### Nets reached from selected ports, run 1

(6 px per µm)
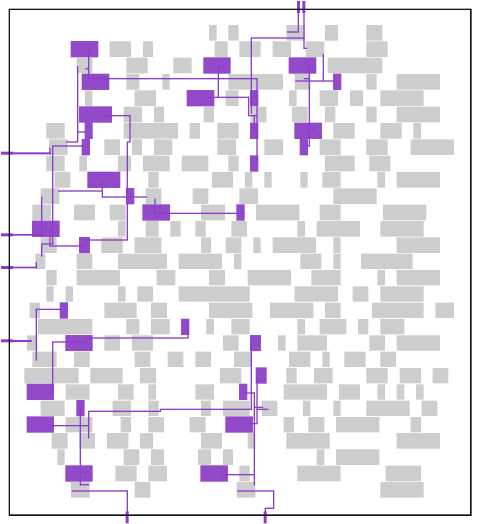
### Signal metal coverage by tile, run 1

(4 px per µm) The die is cut into 15 by 17 equal tiles; dark blue is low, red is high, scaled to the fullest tile. Values are wire area over tile area, all layers added.
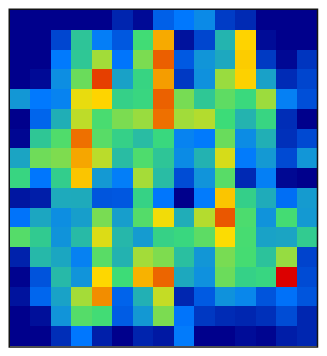
### Cell outlines without signal wires, run 1

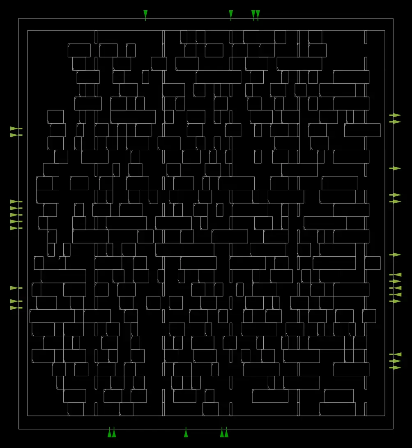
[src/rtl/logic_pipe_pkg.sv]
// Shared definitions for the logic_pipe bitwise logic unit: operation
// encoding and the single-bit evaluation function.
package logic_pipe_pkg;

  localparam int unsigned OP_W = 3;

  typedef enum logic [OP_W-1:0] {
    OP_AND   = 3'd0,
    OP_OR    = 3'd1,
    OP_XOR   = 3'd2,
    OP_NAND  = 3'd3,
    OP_NOR   = 3'd4,
    OP_XNOR  = 3'd5,
    OP_ANDN  = 3'd6,
    OP_PASSA = 3'd7
  } op_e;

  // All operations are bitwise, so evaluating one bit position at a time
  // keeps the function independent of the operand width.
  function automatic logic logic_eval(input op_e op, input logic a, input logic b);
    logic r;
    case (op)
      OP_AND:   r = a & b;
      OP_OR:    r = a | b;
      OP_XOR:   r = a ^ b;
      OP_NAND:  r = ~(a & b);
      OP_NOR:   r = ~(a | b);
      OP_XNOR:  r = ~(a ^ b);
      OP_ANDN:  r = a & ~b;
      default:  r = a;
    endcase
    return r;
  endfunction

endpackage

[src/rtl/logic_pipe_stage.sv]
// One elastic register slice of logic_pipe: holds a valid flag and a data
// word, loads a new beat whenever it is empty or its content is leaving.
module logic_pipe_stage
  import logic_pipe_pkg::*;
#(
  parameter int unsigned WIDTH = 8
) (
  input  logic             clock,
  input  logic             reset,
  input  logic             up_valid,
  input  logic [WIDTH-1:0] up_data,
  input  logic             down_ready,
  output logic             valid_q,
  output logic [WIDTH-1:0] data_q
);

  logic             valid_d;
  logic [WIDTH-1:0] data_d;
  logic             load_en;

  // Next-state: take the upstream beat when this slot is free or draining;
  // data holds when nothing new arrives so an emptied slot keeps its word.
  always_comb begin
    load_en = !valid_q | (valid_q & down_ready);
    valid_d = valid_q;
    data_d  = data_q;
    if (load_en) begin
      valid_d = up_valid;
      if (up_valid) begin
        data_d = up_data;
      end
    end
  end

  // Slice registers with synchronous clear.
  always_ff @(posedge clock) begin
    if (reset) begin
      valid_q <= 1'b0;
      data_q  <= '0;
    end else begin
      valid_q <= valid_d;
      data_q  <= data_d;
    end
  end

endmodule

[src/rtl/logic_pipe.sv]
// logic_pipe: parametrised, elastic, pipelined bitwise logic unit with a
// valid/ready handshake. Optional accepted-result counter out_count is
// built only when the macro LOGIC_PIPE_CNT_EN is defined.
module logic_pipe
  import logic_pipe_pkg::*;
#(
  parameter int unsigned WIDTH  = 8,
  parameter int unsigned STAGES = 2
) (
  input  logic             clock,
  input  logic             reset,
  input  logic             in_valid,
  output logic             in_ready,
  input  logic [OP_W-1:0]  op,
  input  logic [WIDTH-1:0] a,
  input  logic [WIDTH-1:0] b,
  output logic             out_valid,
  input  logic             out_ready,
  output logic [WIDTH-1:0] y
`ifdef LOGIC_PIPE_CNT_EN
  ,
  output logic [31:0]      out_count
`endif
);

  logic [WIDTH-1:0]  res;
  logic [STAGES-1:0] v;
  logic [WIDTH-1:0]  d [STAGES];
  logic [STAGES-1:0] down_rdy;
  logic              chain;

  // Combinational result from the operands at the input port.
  always_comb begin
    res = '0;
    for (int unsigned i = 0; i < WIDTH; i++) begin
      res[i] = logic_eval(op_e'(op), a[i], b[i]);
    end
  end

  // Readiness is derived from the registered valid flags instead of a
  // stage-to-stage ready chain: stage k may move on when the output is
  // taken or any later stage has a hole (!v[k] | adv[k] collapses to this).
  always_comb begin
    chain    = out_ready;
    down_rdy = '0;
    for (int unsigned i = STAGES; i > 0; i--) begin
      down_rdy[i-1] = chain;
      chain         = chain | ~v[i-1];
    end
  end

  assign in_ready = chain;

  for (genvar k = 0; k < STAGES; k++) begin : g_stage
    logic             up_valid;
    logic [WIDTH-1:0] up_data;

    if (k == 0) begin : g_head
      assign up_valid = in_valid;
      assign up_data  = res;
    end else begin : g_body
      assign up_valid = v[k-1];
      assign up_data  = d[k-1];
    end

    logic_pipe_stage #(
      .WIDTH(WIDTH)
    ) u_stage (
      .clock      (clock),
      .reset      (reset),
      .up_valid   (up_valid),
      .up_data    (up_data),
      .down_ready (down_rdy[k]),
      .valid_q    (v[k]),
      .data_q     (d[k])
    );
  end

  assign out_valid = v[STAGES-1];
  assign y         = d[STAGES-1];

`ifdef LOGIC_PIPE_CNT_EN
  logic [31:0] count_q;
  logic [31:0] count_d;

  // Count every result handed to the consumer; wraps naturally.
  always_comb begin
    count_d = count_q;
    if (out_valid & out_ready) begin
      count_d = count_q + 32'd1;
    end
  end

  // Counter register with synchronous clear.
  always_ff @(posedge clock) begin
    if (reset) begin
      count_q <= '0;
    end else begin
      count_q <= count_d;
    end
  end

  assign out_count = count_q;
`endif

endmodule

[config.mk]
export PLATFORM = sky130hd
export DESIGN_NAME = logic_pipe
export DESIGN_NICKNAME = d
export VERILOG_FILES = /design/src/rtl/logic_pipe_pkg.sv /design/src/rtl/logic_pipe_stage.sv /design/src/rtl/logic_pipe.sv
export SDC_FILE = /design/constraint.sdc
export NUM_CORES = 1
export LEC_CHECK = 0
export CAP_MARGIN = 0
export CELL_PAD_IN_SITES_DETAIL_PLACEMENT = 2
export CELL_PAD_IN_SITES_GLOBAL_PLACEMENT = 2
export CORE_ASPECT_RATIO = 1.1
export CORE_MARGIN = 1.5
export CORE_UTILIZATION = 27
export DETAILED_ROUTE_END_ITERATION = 16
export PLACE_DENSITY_LB_ADDON = 0.1
export SLEW_MARGIN = 20
export SYNTH_ARGS = -nofsm -noshare
export SYNTH_HDL_FRONTEND = slang
export SYNTH_SLANG_ARGS = --single-unit
[constraint.sdc]
create_clock -name clock -period 1.4 [get_ports clock]
set_input_delay 0.28 -clock clock [delete_from_list [all_inputs] [get_ports clock]]
set_output_delay 0.28 -clock clock [all_outputs]
set_load 0.1 [all_outputs]
==> metrics.yaml, run 1 <==
nonClkBufAreaFrac: 0.2881
met2_usage: 0.3266
layout_min_cycle_time_ps: 1357
mux_area_frac: 0.1699
hold_viol: 0
final-comb-area_um2: 1202
hold_depth: 2
comb_area_share: 0.4791
non_clock_buffer_count: 68
nWellTaps: 77
critical_path_arrival_ps: 1510
met1_track_demand_over_resource: 0.1883
dieWidth_um: 76.69
stdcell_count: 327
ys_area_um2: 1613
worst_hold_slack_ps: 464.3
power_leakage_nw: 1.187
final.fill_count: 644
die-height_um: 84.06
worstPathRequired_ps: 1550
hold_end: "g_stage[0].u_stage.data_q[7]$_SDFFE_PP0P_"
swShare: 0.3253
maxCapViolations: 0
lay_top_count: "buf_4"
slew_headroom: 0.8004
xor_share: 0
logic_family: "adder cells"
peakVddDrop_uv: 226.1
report.final.slew_viol_count: 0
top_signal_layer_used: "met4"
timing.critical_path.from: "a[6]"
placement.cell_area_um2: 2346
powerDensity_nw_per_um2: 617.9
avgSynthCellArea_um2: 8.579
clock_slew_at_reported_path_ffs_ps: 70
post_detailed_route_via_to_cell_ratio: 4.810
syn-instance-count: 188
outcome: "finished clean"
clock_tree_area_fraction: 0.01795
starting_drt_drc_count: 34
synth.cellmix.simpleShare: 0.1513
wl_met3_um: 128
min-delay-path-class: "flip-flop to flip-flop"
seq_cells: 18
syn2layout_area_growth_pct: 55.62
ant_nets: 0
synthesis.nets: 235
antenna_cells: 0
p_int_w: 0.001046
ys_seq_share: 0.2234
post-route-util: 0.4350
wl_met2_um: 2775
finalSetupViolations: 0
worst_setup_path_start_kind: "primary input"
min-delay-start: "g_stage[0].u_stage.data_q[7]$_SDFFE_PP0P_"
area.share.sequential: 0.1466
total_power_w: 0.001551
drt-pass1-iter-count: 2
crit_path_max_fanout: 3
power.share.clock: 0.243
final_cell_area_um2: 2510
final.setup_skew_ps: 1.377
netlist-cell-type-count: 35
chip_area_um2: 6447
grt.met3_usage: 0.01749
met1_length_um: 2162
tool_warnings: 44
setup.worst_path.end: "g_stage[0].u_stage.data_q[6]$_SDFFE_PP0P_"
worstReg2RegEnd: "g_stage[0].u_stage.data_q[6]$_SDFFE_PP0P_"
comb_power_share: 0.393
clock_buffers: 4
Back to the opening pictures, 'Nets reached from selected ports':
color	port	bits	direction	end cells	wire
purple	a	8	input	32	444 µm

Back to the opening pictures, 'Signal metal coverage by tile':
fullest tile	0.35
mean over tiles	0.12
nearly empty tiles	12%
tiles over half the peak	27%
per-cell routed wire length: 15.67 µm
Total Routing Usage GR: 0.1672
number of vias after detailed routing: 1573

Back to the opening pictures, 'Cell outlines without signal wires':
core box area: 5769 µm²
site row count: 29

run 1: cells in the mapped netlist:
cell type,instances,area share
inv_1,20,0.047
nor4_2,1,0.0078
nor3_1,2,0.0062
ha_1,24,0.19
or3_1,1,0.0039
clkbuf_1,3,0.0070
nor3b_1,1,0.0047
mux2_2,1,0.0070
o311ai_1,1,0.0054
buf_4,2,0.0093
o2bb2ai_1,3,0.016
a22o_1,4,0.022
nand2_1,5,0.012
mux2_4,2,0.019
nor2b_1,2,0.0078
nand2b_1,8,0.031
a211oi_1,3,0.014
nand3b_1,3,0.014
o31ai_1,1,0.0047
nor2_1,20,0.047
buf_6,2,0.014
buf_2,3,0.0093
dfxtp_1,18,0.22
o21ai_2,2,0.011
a22oi_1,2,0.0093
o21a_1,1,0.0047
nand3_1,4,0.012
mux4_2,1,0.014
mux2i_1,21,0.13
o21ba_2,3,0.019
a21oi_1,14,0.043
o211ai_1,1,0.0047
o21ai_0,6,0.019
and3b_1,1,0.0054
a211o_1,2,0.011
run 1: critical path: stages:
cell      delay [ps]
clkbuf_2         100
buf_6            120
ha_1             180
mux2_2           270
o211ai_1         170
o311ai_1         130
a22o_1           250
run 1: registers in the layout, indices dropped and copies added, names as in the netlist:
| register | cells |
|---|---|
| g_stage.u_stage.valid_q | 2 |
| g_stage.u_stage.data_q | 16 |
run 1: power by group through the flow:
stage / clock network, W / logic, W / registers [W]
finish: 0.000377 / 0.000609 / 0.000564
global route: 0.000417 / 0.000665 / 0.000569
CTS: 0.000389 / 0.000614 / 0.000567
detailed placement: 0 / 0.000579 / 0.000578
global placement: 0 / 0.000539 / 0.000576
floorplan: 0 / 0.000262 / 0.000628
run 1: timing repair:
action                                  4_1_cts  5_1_grt
endpoints found under the setup margin        9        5
setup buffers                                 3        0
pin swaps                                    13        8
gates resized                                50       11
gates cloned                                  1        0
### Register map, names as in the netlist, run 1

(6 px per µm) Other cells in gray.
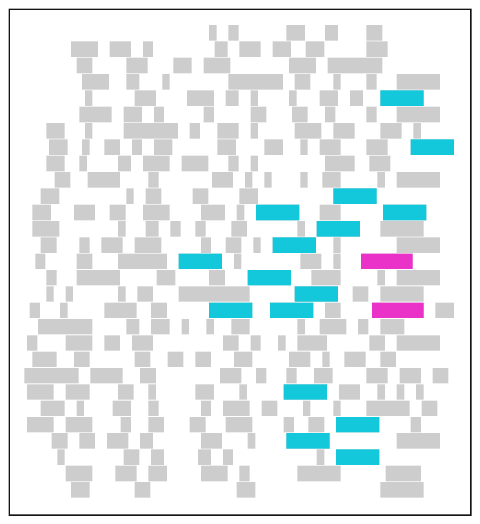

==> run 2: changes to the inputs <==
--- a/config.mk
+++ b/config.mk
@@ -17,3 +17,4 @@
 export SYNTH_ARGS = -nofsm -noshare
 export SYNTH_HDL_FRONTEND = slang
 export SYNTH_SLANG_ARGS = --single-unit
+export TNS_END_PERCENT = 10
### Register map, names as in the netlist, run 2

(6 px per µm) Other cells in gray.
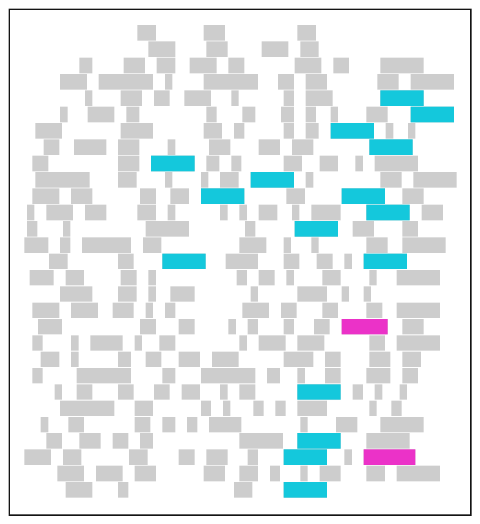
color	name in the netlist	flops
cyan	g_stage.u_stage.data_q	16
magenta	g_stage.u_stage.valid_q	2

### Nets reached from selected ports, run 2

(6 px per µm)
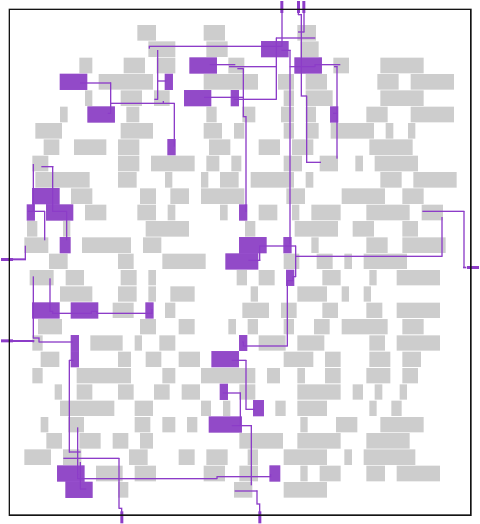
color	port	bits	direction	end cells	wire
purple	a	8	input	32	515 µm
I/O pin count: 33
number of port buffers: 32

### Signal metal coverage by tile, run 2

(4 px per µm) The die is cut into 15 by 17 equal tiles; dark blue is low, red is high, scaled to the fullest tile. Values are wire area over tile area, all layers added.
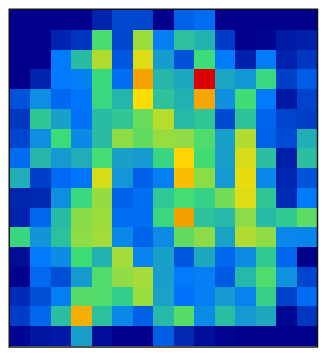
fullest tile	0.37
tiles over half the peak	20%
densest ninth of the die	center
number of vias after detailed routing: 1557
per-cell routed wire length: 15.53 µm
Total Wirelength: 5002 µm
Total Routing Usage GR: 0.1628

==> metrics.yaml, run 2 <==
final.setup_skew_ps: 3.111  # +1.734 ps
final-comb-area_um2: 1234  # +2.6%
pre_cts_ws_ps: -696.8
slew_headroom: 0.8233  # +0.02294
timing.reg2reg.setup_slack_ps: 140
tool_warnings: 45  # +2.3%
maxCapViolations: 0  # unchanged
nNetsFinal: 293
grt_first_pass_wirelength_um: 8514
top_area_frac: 0.2234  # unchanged
end_kind: "flip-flop"
critical_path_arrival_ps: 1560  # +50 ps
synthesis.area_um2: 1613
peakVddDrop_uv: 267.4  # +18%
powerDensity_nw_per_um2: 633.8  # +2.6%
yosys_most_used_dff: "dfxtp_1"
starting_drt_drc_count: 21  # -38%
avgSynthCellArea_um2: 8.579  # unchanged
dieWidth_um: 76.69  # unchanged
synthesis.nets: 235  # unchanged
power_leakage_nw: 1.186  # about the same
hold_viol: 0  # unchanged
yosys_warning_tally: 0
timing.critical_path.from: "b[7]"
crit_path_max_fanout: 3  # unchanged
top_cells_by_count_synth: "ha_1, mux2i_1, inv_1, nor2_1, dfxtp_1"
die-height_um: 84.06  # unchanged
number_of_buffers_created_by_cts: 3
registers.top_by_ff_count: "g_stage.u_stage.data_q"
syn-instance-count: 188  # unchanged
post_detailed_route_via_to_cell_ratio: 4.835  # +0.52%
grt_setup_unrepaired: "yes"
worst-slew-pin-transition_ps: 260.9
drc: 0
violations: "setup timing"
timing_worst_setup_path_type: "primary input to flip-flop"
fp.coreArea_um2: 5769  # unchanged
worstReg2RegEnd: "g_stage[0].u_stage.data_q[6]$_SDFFE_PP0P_"
syn2layout_area_growth_pct: 55.70  # about the same
clk_path_buf_depth: 2
async_set_or_reset_flop_fraction_in_the_synthesized_netlist: 0  # unchanged
clock.fmax_mhz: 703.8
initial_antenna_violation_count: 0
netlist_top_cells_area: "dfxtp_1, ha_1, mux2i_1"
ys_seq_share: 0.2234  # unchanged
outcome: "complete, but fails checks"
post_synthesis_cell_type_with_the_largest_combined_area: "dfxtp_1"
hold_depth: 2  # unchanged
r2r_cells: 6
hold_end: "g_stage[0].u_stage.data_q[1]$_SDFFE_PP0P_"
clock_tree.root_cell: "clkbuf_8"
regArea_um2: 365.4
enable_flop_cells: 0  # unchanged
commonest_cells_after_routing_fill_and_taps_aside: "buf_4, mux2i_1, nor2_1"
wl_met3_um: 98  # -23%
clk_latency_ps: 250
top_signal_layer_used: "met4"
cts_num_sinks: 18
cts_hold_buf: 0
fp-row-count: 29  # unchanged
layout_min_cycle_time_ps: 1421  # +63.72 ps
synth.yosys.num_cells: 188
largest_register_ff_count: 16  # unchanged
gp_routability_congestion: 0.7732
grt_pass1_vias: 1783
dpl.hpwl_um: 4150
layout_worst_path_cycle_share: 1.015
chip_area_um2: 6447  # unchanged
min-delay-start: "g_stage[0].u_stage.data_q[1]$_SDFFE_PP0P_"
cts_tree: "done"
fp_util: 0.2795
finalSetupViolations: 1  # +1
top_cell: "ha_1"
netlist-cell-type-count: 35  # unchanged
setup.worst_path.end: "g_stage[0].u_stage.data_q[7]$_SDFFE_PP0P_"
worst_hold_slack_ps: 466.8  # +2.508 ps
lay_top_count: "buf_4"
report.final.slew_viol_count: 0  # unchanged
ys_area_um2: 1613  # unchanged
share_of_cells_above_drive_strength_1: 0.3469
worst_setup_path_start_kind: "primary input"
grt_max_degree: 24
ant_nets: 0  # unchanged
grt_remaining_overflow: 0
wl_met2_um: 2760  # -0.54%
clock_slew_at_reported_path_ffs_ps: 70  # about the same
drt-pass1-iter-count: 4  # +2
final.fill_count: 630  # -2.2%
worstPathRequired_ps: 1540  # about the same
regs_by_ff_count: "g_stage.u_stage.data_q x16, g_stage.u_stage.valid_q x2"
antenna_cells: 0  # unchanged
final.setup.worst_slack_ps: -20.78
met1_length_um: 2121  # -1.9%
cts-htree-levels: 1
min-delay-path-class: "flip-flop to flip-flop"
flops_out_of_synthesis: 18
regToRegStartpoint: "g_stage[1].u_stage.valid_q$_SDFFE_PP0N_"
[run 2: critical path: stages]
cell and delay [ps]:
clkdlybuf4s50_1 480, ha_2 200, mux2i_1 80, a211o_1 270
a21oi_1 170, o21ai_1 70
[run 2: cell type report]
cell class | instances | area share
tap | 77 | 0.03837
timing repair buffer | 63 | 0.2730
multi-input combinational | 140 | 0.4913
inverter | 20 | 0.02990
clock buffer | 4 | 0.02192
sequential | 18 | 0.1455
[run 2: report_power, final]
part | leakage [nW] | switching (W) | total [W] | internal, W
Combinational | 1.01 | 0.000303 | 0.000597 | 0.000294
Sequential | 0.148 | 0.0000255 | 0.000567 | 0.000542
Clock | 0.0288 | 0.000177 | 0.000427 | 0.000250
Total | 1.19 | 0.000506 | 0.00159 | 0.00109
[run 2: timing repair]
item / CTS / global route
pin swaps: 7 / 4
setup buffers: 1 / 0
resized: 46 / 16
cloned: 0 / 0
setup endpoints to repair: 9 / 7
[run 2: logic make-up after synthesis]
family | synth area share
buf+inv | 0.08611
compound gates | 0.1831
simple gates | 0.1513
flops | 0.2234
mux | 0.1699
fa+ha+maj | 0.1862
[run 2: per-layer routing]
layer  vias to the layer above  global-route usage
li1                        765                   -
met1                       765              0.1797
met2                        25              0.3250
met3                         2             0.01858
met4                         0             0.03535
met5                         -                   0
[run 2: metrics by stage]
stage	utilization	std cells	TNS [ps]	total power [W]	instance area [µm²]
finish	0.4353	322	-20.78	0.001592	2511
global route	0.4353	322	-157.8	0.001694	2511
CTS	0.4268	322	-202.7	0.001604	2462
detailed placement	0.4049	317	-5392	0.001155	2336
global placement	0.4049	317	-4246	0.001114	2336
floorplan	-	188	-7795	0.0008879	1620
### Wiring by layer, run 2

(4 px per µm) Only two layers are drawn.
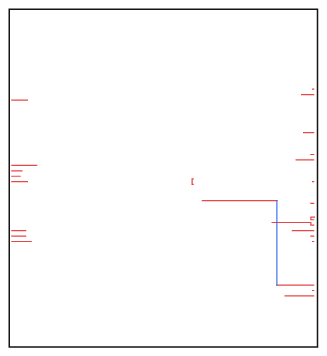

==> run 3: changes to the inputs <==
--- a/config.mk
+++ b/config.mk
@@ -13,7 +13,8 @@
 export CORE_UTILIZATION = 27
 export DETAILED_ROUTE_END_ITERATION = 16
 export PLACE_DENSITY_LB_ADDON = 0.1
-export SLEW_MARGIN = 20
+export SETUP_SLACK_MARGIN = 0.2
+export SLEW_MARGIN = 10
 export SYNTH_ARGS = -nofsm -noshare
 export SYNTH_HDL_FRONTEND = slang
 export SYNTH_SLANG_ARGS = --single-unit
### Wiring by layer, run 3

(4 px per µm) Only two layers are drawn.
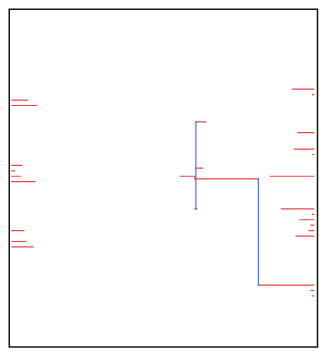
color	layer	wire length
red	metal 3	116 µm
blue	metal 4	48.3 µm

### Cell outlines without signal wires, run 3

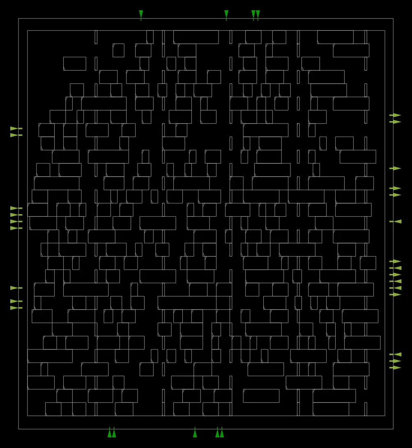
Layout Cells excl Fill: 329
Finished Core Util: 0.4459

### Signal metal coverage by tile, run 3

(4 px per µm) The die is cut into 15 by 17 equal tiles; dark blue is low, red is high, scaled to the fullest tile. Values are wire area over tile area, all layers added.
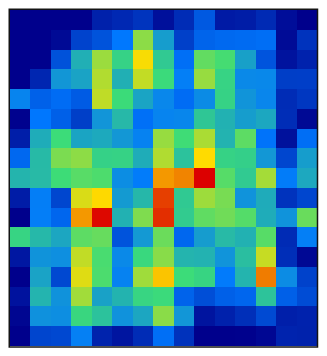
tiles over half the peak	21%
densest ninth of the die	center
mean over tiles	0.13
nearly empty tiles	8.2%
Total Routing Usage GR: 0.1794
Total Wirelength: 5403 µm
per-cell routed wire length: 16.42 µm
number of vias after detailed routing: 1592

==> metrics.yaml, run 3 <==
clock.fmax_mhz: 732.6  # +4.1%
netlist_top_cells_area: "dfxtp_1, ha_1, mux2i_1"
min-delay-path-class: "flip-flop to flip-flop"
dpl.hpwl_um: 4210  # +1.4%
ys_area_um2: 1613  # unchanged
nNetsFinal: 300  # +2.4%
grt_pass1_vias: 1853  # +3.9%
top_area_frac: 0.2234  # unchanged
netlist-cell-type-count: 35  # unchanged
gp_routability_congestion: 0.7624  # -1.4%
post_synthesis_cell_type_with_the_largest_combined_area: "dfxtp_1"
post_detailed_route_via_to_cell_ratio: 4.839  # about the same
grt_max_degree: 18  # -25%
pre_cts_ws_ps: -665.0  # +31.82 ps
regs_by_ff_count: "g_stage.u_stage.data_q x16, g_stage.u_stage.valid_q x2"
maxCapViolations: 0  # unchanged
initial_antenna_violation_count: 0  # unchanged
final_cell_area_um2: 2572  # +2.4%
clock_slew_at_reported_path_ffs_ps: 70  # about the same
clk_latency_ps: 250  # about the same
ys_seq_share: 0.2234  # unchanged
yosys_warning_tally: 0  # unchanged
placement.cell_area_um2: 2331  # -0.21%
cts_num_sinks: 18  # unchanged
hold_depth: 2  # unchanged
tns_ps: 0  # +20.78 ps
ant_nets: 0  # unchanged
drt-pass1-iter-count: 4  # unchanged
die-height_um: 84.06  # unchanged
antenna_cells: 0  # unchanged
end_kind: "flip-flop"
starting_drt_drc_count: 30  # +43%
critical_path_arrival_ps: 1510  # -50 ps
worst_setup_path_start_kind: "primary input"
drc: 0  # unchanged
fp-row-count: 29  # unchanged
hold_end: "g_stage[0].u_stage.data_q[0]$_SDFFE_PP0P_"
grt_first_pass_wirelength_um: 9128  # +7.2%
slew_headroom: 0.7987  # -0.02468
total_power_w: 0.001574  # -1.1%
syn-instance-count: 188  # unchanged
cts_tree: "done"
clock_tree.root_cell: "clkbuf_8"
peakVddDrop_uv: 274.2  # +2.5%
commonest_cells_after_routing_fill_and_taps_aside: "buf_4, mux2i_1, nor2_1"
tool_warnings: 45  # unchanged
crit_path_max_fanout: 2  # -1
report.final.slew_viol_count: 0  # unchanged
timing.reg2reg.setup_slack_ps: 100  # -40 ps
clk_path_buf_depth: 2  # unchanged
yosys_most_used_dff: "dfxtp_1"
top_cell: "ha_1"
num_io_pins: 33  # unchanged
number_of_buffers_created_by_cts: 3  # unchanged
powerDensity_nw_per_um2: 612.0  # -3.4%
timing_worst_setup_path_type: "primary input to flip-flop"
timing.critical_path.from: "b[6]"
worstPathRequired_ps: 1550  # about the same
finalSetupViolations: 0  # -1
power_leakage_nw: 1.204  # +1.5%
regToRegStartpoint: "g_stage[1].u_stage.valid_q$_SDFFE_PP0N_"
layout_min_cycle_time_ps: 1365  # -55.80 ps
share_of_cells_above_drive_strength_1: 0.3690  # +0.02211
final.fill_count: 636  # +0.95%
chip_area_um2: 6447  # unchanged
outcome: "finished clean"
setup.worst_path.end: "g_stage[0].u_stage.data_q[6]$_SDFFE_PP0P_"
dieWidth_um: 76.69  # unchanged
==> run 3: power breakdown <==
part / internal, W / total (W) / leakage [nW] / switching, W
clock: 0.000202 / 0.000374 / 0.0228 / 0.000172
combinational: 0.000320 / 0.000636 / 1.03 / 0.000316
sequential: 0.000542 / 0.000565 / 0.148 / 0.0000233
total: 0.00106 / 0.00157 / 1.20 / 0.000511
==> run 3: cells by family after synthesis <==
group	count (synthesis)	synth area share
AOI/OAI and AO/OA	43	0.1831
adders and majority gates	24	0.1862
buffers and inverters	30	0.08611
DFF	18	0.2234
muxes	25	0.1699
and+or+nand+nor	48	0.1513
==> run 3: critical path: stages <==
cell	delay [ps]
buf_6	100
inv_2	70
ha_4	210
mux2_4	260
o211ai_1	210
o311ai_1	150
a22o_1	230
==> run 3: per-layer routing <==
layer,GRT usage,part of all wire,up-vias
met4,0.04377,0.0089,0
li1,-,-,776
met2,0.3540,0.56,27
met5,0,0,-
met1,0.2000,0.41,784
met3,0.01967,0.021,5
==> run 3: area by class of cell <==
cell class              instances  area, µm²  area share
inverters                      20      77.57     0.03016
clock buffers                   4      45.04     0.01751
multi-input cells             140       1229      0.4776
flip-flops and latches         18      365.4      0.1420
repair buffers                 70      759.5      0.2952
well taps                      77      96.34     0.03745
==> run 3: what timing repair did <==
item / 4_1_cts / 5_1_grt
gates cloned: 1 / 0
setup endpoints to repair: 17 / 18
pin swaps: 18 / 0
gates resized: 76 / 0
endpoints found under the hold margin: 0 / 0
setup buffers: 6 / 0
Power figures rest on the tool's default switching activity, not on a simulated workload.
